===== config.mk =====
export PLATFORM = sky130hd
export DESIGN_NAME = riscv_dift_exc_ctrl
export DESIGN_NICKNAME = d
export VERILOG_FILES = /design/src/rtl/riscv_defines.sv /design/src/rtl/riscv_dift_exc_ctrl.sv
export SDC_FILE = /design/constraint.sdc
export NUM_CORES = 1
export LEC_CHECK = 0
export CAP_MARGIN = 30
export CORE_ASPECT_RATIO = 1.75
export CORE_MARGIN = 4
export CORE_UTILIZATION = 34
export CTS_CLUSTER_SIZE = 16
export DETAILED_ROUTE_END_ITERATION = 16
export HOLD_SLACK_MARGIN = 0.08
export MAX_ROUTING_LAYER = met4
export PLACE_DENSITY = 0.75
export SETUP_SLACK_MARGIN = 0.15
export SLEW_MARGIN = 10
export SYNTH_ARGS = -nofsm -noshare
export SYNTH_HDL_FRONTEND = slang
export SYNTH_SLANG_ARGS = --single-unit
export TNS_END_PERCENT = 1

===== constraint.sdc =====
create_clock -name clk -period 1.4 [get_ports clk]
set_input_delay 0.28 -clock clk [delete_from_list [all_inputs] [get_ports clk]]
set_output_delay 0.28 -clock clk [all_outputs]
set_load 0.05 [all_outputs]

===== src/rtl/riscv_defines.sv =====
// Shared definitions for the DIFT security-exception controller.
package riscv_defines;

  typedef enum logic [1:0] {
    IDLE   = 2'd0,
    TRAP   = 2'd1,
    LOCKED = 2'd2
  } exc_state_e;

  localparam logic [1:0] CFG_CTRL   = 2'd0;
  localparam logic [1:0] CFG_STATUS = 2'd1;
  localparam logic [1:0] CFG_EPC    = 2'd2;
  localparam logic [1:0] CFG_COUNT  = 2'd3;

  localparam int CTRL_EN     = 0;
  localparam int CTRL_LOCK   = 1;
  localparam int ST_LOCKED   = 0;
  localparam int ST_OVF      = 1;
  localparam int ST_CAUSE_LO = 8;

endpackage


===== src/rtl/riscv_dift_exc_ctrl.sv =====
// DIFT tag-check exception controller: captures the first
// faulting PC/cause, raises a trap, optionally locks the core.
module riscv_dift_exc_ctrl #(
  parameter int EXC_CNT_WIDTH = 8
) (
  input  logic                     clk,
  input  logic                     rst,
  input  logic                     exception_i,
  input  logic                     ex_valid_i,
  input  logic [31:0]              pc_ex_i,
  input  logic [2:0]               check_vec_i,
  output logic                     trap_req_o,
  input  logic                     trap_ack_i,
  output logic [31:0]              trap_pc_o,
  output logic [2:0]               trap_cause_o,
  output logic                     halt_o,
  input  logic                     cfg_we_i,
  input  logic [1:0]               cfg_addr_i,
  input  logic [31:0]              cfg_wdata_i,
  output logic [31:0]              cfg_rdata_o,
  output logic [EXC_CNT_WIDTH-1:0] exc_count_o
);
  import riscv_defines::*;

  exc_state_e state_q, state_d;

  logic                     en_q, lock_q;
  logic                     locked_q, ovf_q;
  logic [2:0]               cause_q;
  logic [31:0]              epc_q;
  logic [EXC_CNT_WIDTH-1:0] cnt_q;

  logic capture, idle;
  logic wr_ctrl, wr_status, wr_count;
  logic unlock, clr_ovf;
  logic unused_wdata;

  assign capture   = exception_i & ex_valid_i & en_q;
  assign idle      = (state_q == IDLE);
  assign wr_ctrl   = cfg_we_i & (cfg_addr_i == CFG_CTRL);
  assign wr_status = cfg_we_i & (cfg_addr_i == CFG_STATUS);
  assign wr_count  = cfg_we_i & (cfg_addr_i == CFG_COUNT);
  assign unlock    = wr_status & cfg_wdata_i[ST_LOCKED];
  assign clr_ovf   = wr_status & cfg_wdata_i[ST_OVF];

  assign unused_wdata = ^cfg_wdata_i[31:2];

  always_comb begin
    state_d = state_q;
    unique case (state_q)
      IDLE:    if (capture) state_d = TRAP;
      TRAP:    if (trap_ack_i) state_d = lock_q ? LOCKED : IDLE;
      LOCKED:  if (unlock) state_d = IDLE;
      default: state_d = IDLE;
    endcase
  end

  always_ff @(posedge clk or posedge rst) begin
    if (rst) state_q <= IDLE;
    else     state_q <= state_d;
  end

  always_ff @(posedge clk or posedge rst) begin
    if (rst) begin
      en_q     <= 1'b0;
      lock_q   <= 1'b0;
      locked_q <= 1'b0;
      ovf_q    <= 1'b0;
      cause_q  <= '0;
      epc_q    <= '0;
      cnt_q    <= '0;
    end else begin
      if (wr_ctrl) begin
        en_q   <= cfg_wdata_i[CTRL_EN];
        lock_q <= cfg_wdata_i[CTRL_LOCK];
      end
      // Only the first fault of a sequence is recorded
      if (capture && idle) begin
        epc_q   <= pc_ex_i;
        cause_q <= check_vec_i;
      end
      if (state_q == TRAP && trap_ack_i && lock_q)
        locked_q <= 1'b1;
      else if (unlock)
        locked_q <= 1'b0;
      // A new overflow beats a same-cycle clear
      if (capture && !idle)
        ovf_q <= 1'b1;
      else if (clr_ovf)
        ovf_q <= 1'b0;
      if (wr_count)
        cnt_q <= EXC_CNT_WIDTH'(capture);
      else if (capture && cnt_q != '1)
        cnt_q <= cnt_q + EXC_CNT_WIDTH'(1);
    end
  end

  always_comb begin
    cfg_rdata_o = '0;
    unique case (cfg_addr_i)
      CFG_CTRL: begin
        cfg_rdata_o[CTRL_EN]   = en_q;
        cfg_rdata_o[CTRL_LOCK] = lock_q;
      end
      CFG_STATUS: begin
        cfg_rdata_o[ST_LOCKED]        = locked_q;
        cfg_rdata_o[ST_OVF]           = ovf_q;
        cfg_rdata_o[ST_CAUSE_LO +: 3] = cause_q;
      end
      CFG_EPC:   cfg_rdata_o = epc_q;
      CFG_COUNT: cfg_rdata_o = 32'(cnt_q);
      default:   cfg_rdata_o = '0;
    endcase
  end

  assign trap_req_o   = (state_q == TRAP);
  assign halt_o       = !idle;
  assign trap_pc_o    = epc_q;
  assign trap_cause_o = cause_q;
  assign exc_count_o  = cnt_q;

endmodule


==> reports/metrics.cfg <==
[synthesis]
yosysTopAreaCell = dfrtp_1
ys_async_sr_fraction_pct = 100
syn-instance-count = 197
synthFlopType = dfrtp_1
ys_seq_share_pct = 49.6

[status]
violations = negative setup slack
status = finished with violations

[setup_path]
crit_type = register to output port
ff2ff_path_depth = 5
crit_path_end_kind = output port

[grt]
grt_max_degree = 28

[worst_hold_path]
hold_path_class = input pin to async pin

[drt]
first_pass_iters = 4
met2_length_um = 5100
top_layer_used = met4
post-route-drc-count = 0

[final_timing]
setup_viol = 31
setup_ws_ps = -358
min_period_ps = 1760

[floorplanning]
fp.dieH_um = 121

[finish]
seq_area_um2 = 1240
drive_above_1_share_pct = 58.1

[clock_tree]
cts_buffer_depth = 2
clkTransAtPathRegs_ps = 70

[placement]
hpwl_um = 6690

[run]
warnings = 63

## worst min-delay path by stage
stage / startpoint / endpoint / slack [ps] / depth (start not counted)
after global routing: rst / trap_pc_o[23]$_DFFE_PP0P_ / 400 / 3
after floorplan: rst / en_q$_DFFE_PP0P_ / 320 / 1
after global placement: locked_q$_DFFE_PP0P_ / locked_q$_DFFE_PP0P_ / 480 / 2
after CTS: rst / trap_pc_o[23]$_DFFE_PP0P_ / 370 / 3
after detailed placement: locked_q$_DFFE_PP0P_ / locked_q$_DFFE_PP0P_ / 470 / 2
final: rst / trap_pc_o[23]$_DFFE_PP0P_ / 370 / 3
## final cells by class
cell class | count | share of cell area [%]
clock buffer | 7 | 2.71
sequential | 49 | 23.5
inverter | 9 | 0.808
tap | 84 | 2.00
multi-input combinational | 132 | 26.8
timing repair buffer | 154 | 44.2
## power by group
part           total, mW  switching, mW  internal (mW)
logic               7.74           3.74           4.01
registers           2.86          0.837           2.02
clock network       1.20          0.496          0.702
## stage by stage
step	cells	util [%]	TNS (ps)	instance area, µm²	total power [mW]
floorplan	197	-	-3480	2550	6.12
global placement	427	69.7	-30870	4850	10.1
detailed placement	427	69.7	-33740	4850	10.2
CTS	434	74.5	-2270	5180	11.7
global route	435	75.7	-3490	5270	12.2
finish	435	75.7	-2320	5270	11.8
## registers in the layout, summed over array words and instances (netlist names)
register      count
trap_pc_o        32
ovf_q             1
lock_q            1
state_q           2
locked_q          1
exc_count_o       8
trap_cause_o      3
en_q              1
## logic make-up after synthesis
kind of cell,after synthesis,share of synthesized area (%)
simple gates,57,13.5
flops,49,49.6
mux,43,22.3
compound gates,26,8.20
buf+inv,16,3.34
fa+ha+maj,6,3.04
## cells in the final DEF, fill, tap and decap left out, drive strengths merged, types with 3 or more instances in the layout
| cell type | netlist | routed |
|---|---|---|
| buf | 3 | 112 |
| dfrtp | 49 | 49 |
| clkdlybuf4s50 | 0 | 40 |
| mux2 | 37 | 37 |
| and2 | 22 | 22 |
| nand2 | 13 | 13 |
| inv | 9 | 8 |
| nand3 | 7 | 7 |
| clkbuf | 4 | 7 |
| a22o | 6 | 6 |
| ha | 6 | 6 |
| mux2i | 6 | 6 |
| a21oi | 4 | 4 |
| o21ai | 3 | 3 |
| a22oi | 3 | 3 |
| nor2b | 3 | 3 |
| nand2b | 3 | 3 |
| a211oi | 3 | 3 |
| and3 | 3 | 3 |
## timing repair
action,4_1_cts,5_1_grt
buffers inserted,0,1
setup endpoints to repair,88,85
gates cloned,0,0
pin swaps,16,8
resized,62,18
## worst max-delay path, cell delays in order (launching register included)
cell,delay [ps]
dfrtp_1,390
a222oi_1,390
buf_4,190
mux2i_4,60
buf_12,160
## metal layers
metal	vias up	global-route usage (%)
li1	1007	-
met1	1097	18.9
met2	82	38.9
met5	-	-
met4	0	9.82
met3	20	4.58
**Power grid**

The bar under the picture is 20 µm long. Pins as bars on the die edge. Tap cells in grey.
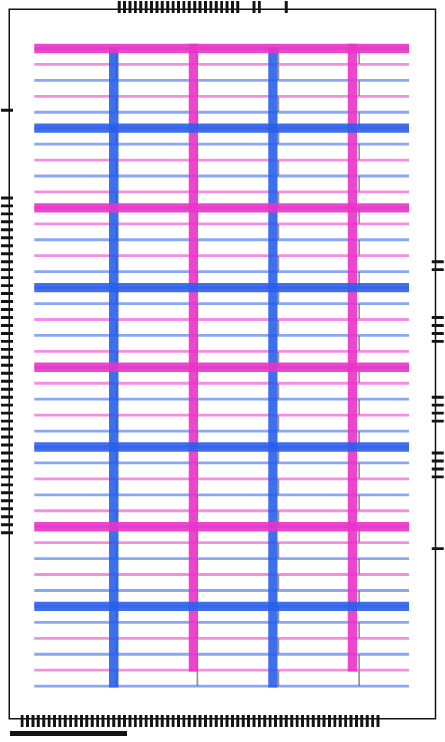
colour	net
blue	VSS
magenta	VDD
signal pins	152
met1 rails	41
met5 straps	8
met4 straps	4

**Wiring heat map**

The die is cut into 14 by 24 equal tiles; dark blue is low, red is high, scaled to the fullest tile. Values are wire area over tile area, all layers added.
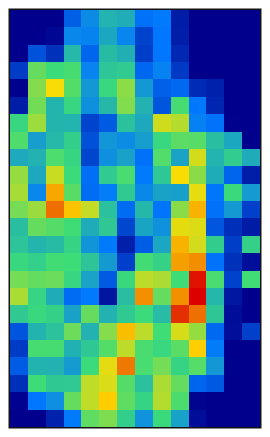
tiles over half the peak	29%
densest ninth of the die	south
nearly empty tiles	15%

**Nets reached from selected ports**

The bar under the picture is 20 µm long.
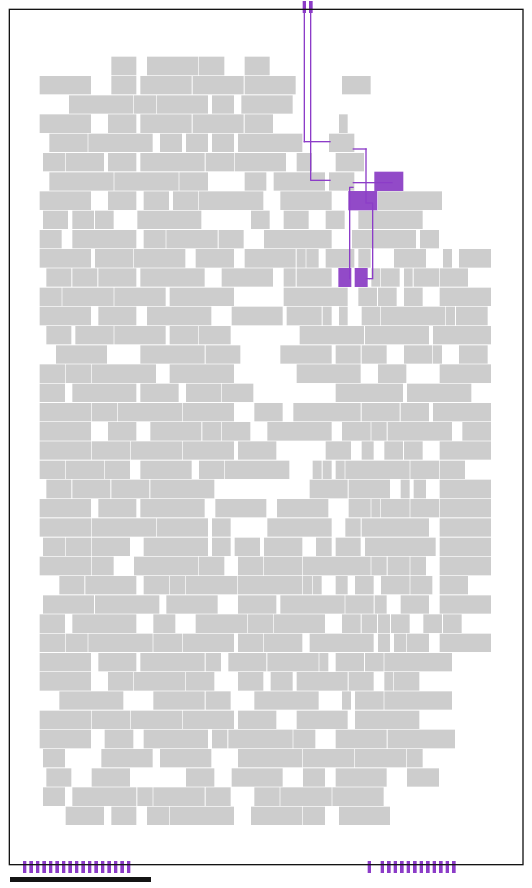
colour	port	direction	edge	end cells	wire
purple	cfg_wdata_i	input	30 south, 2 north	4	89.6 µm

No activity file was given, so power comes from the tool's default toggle rates.
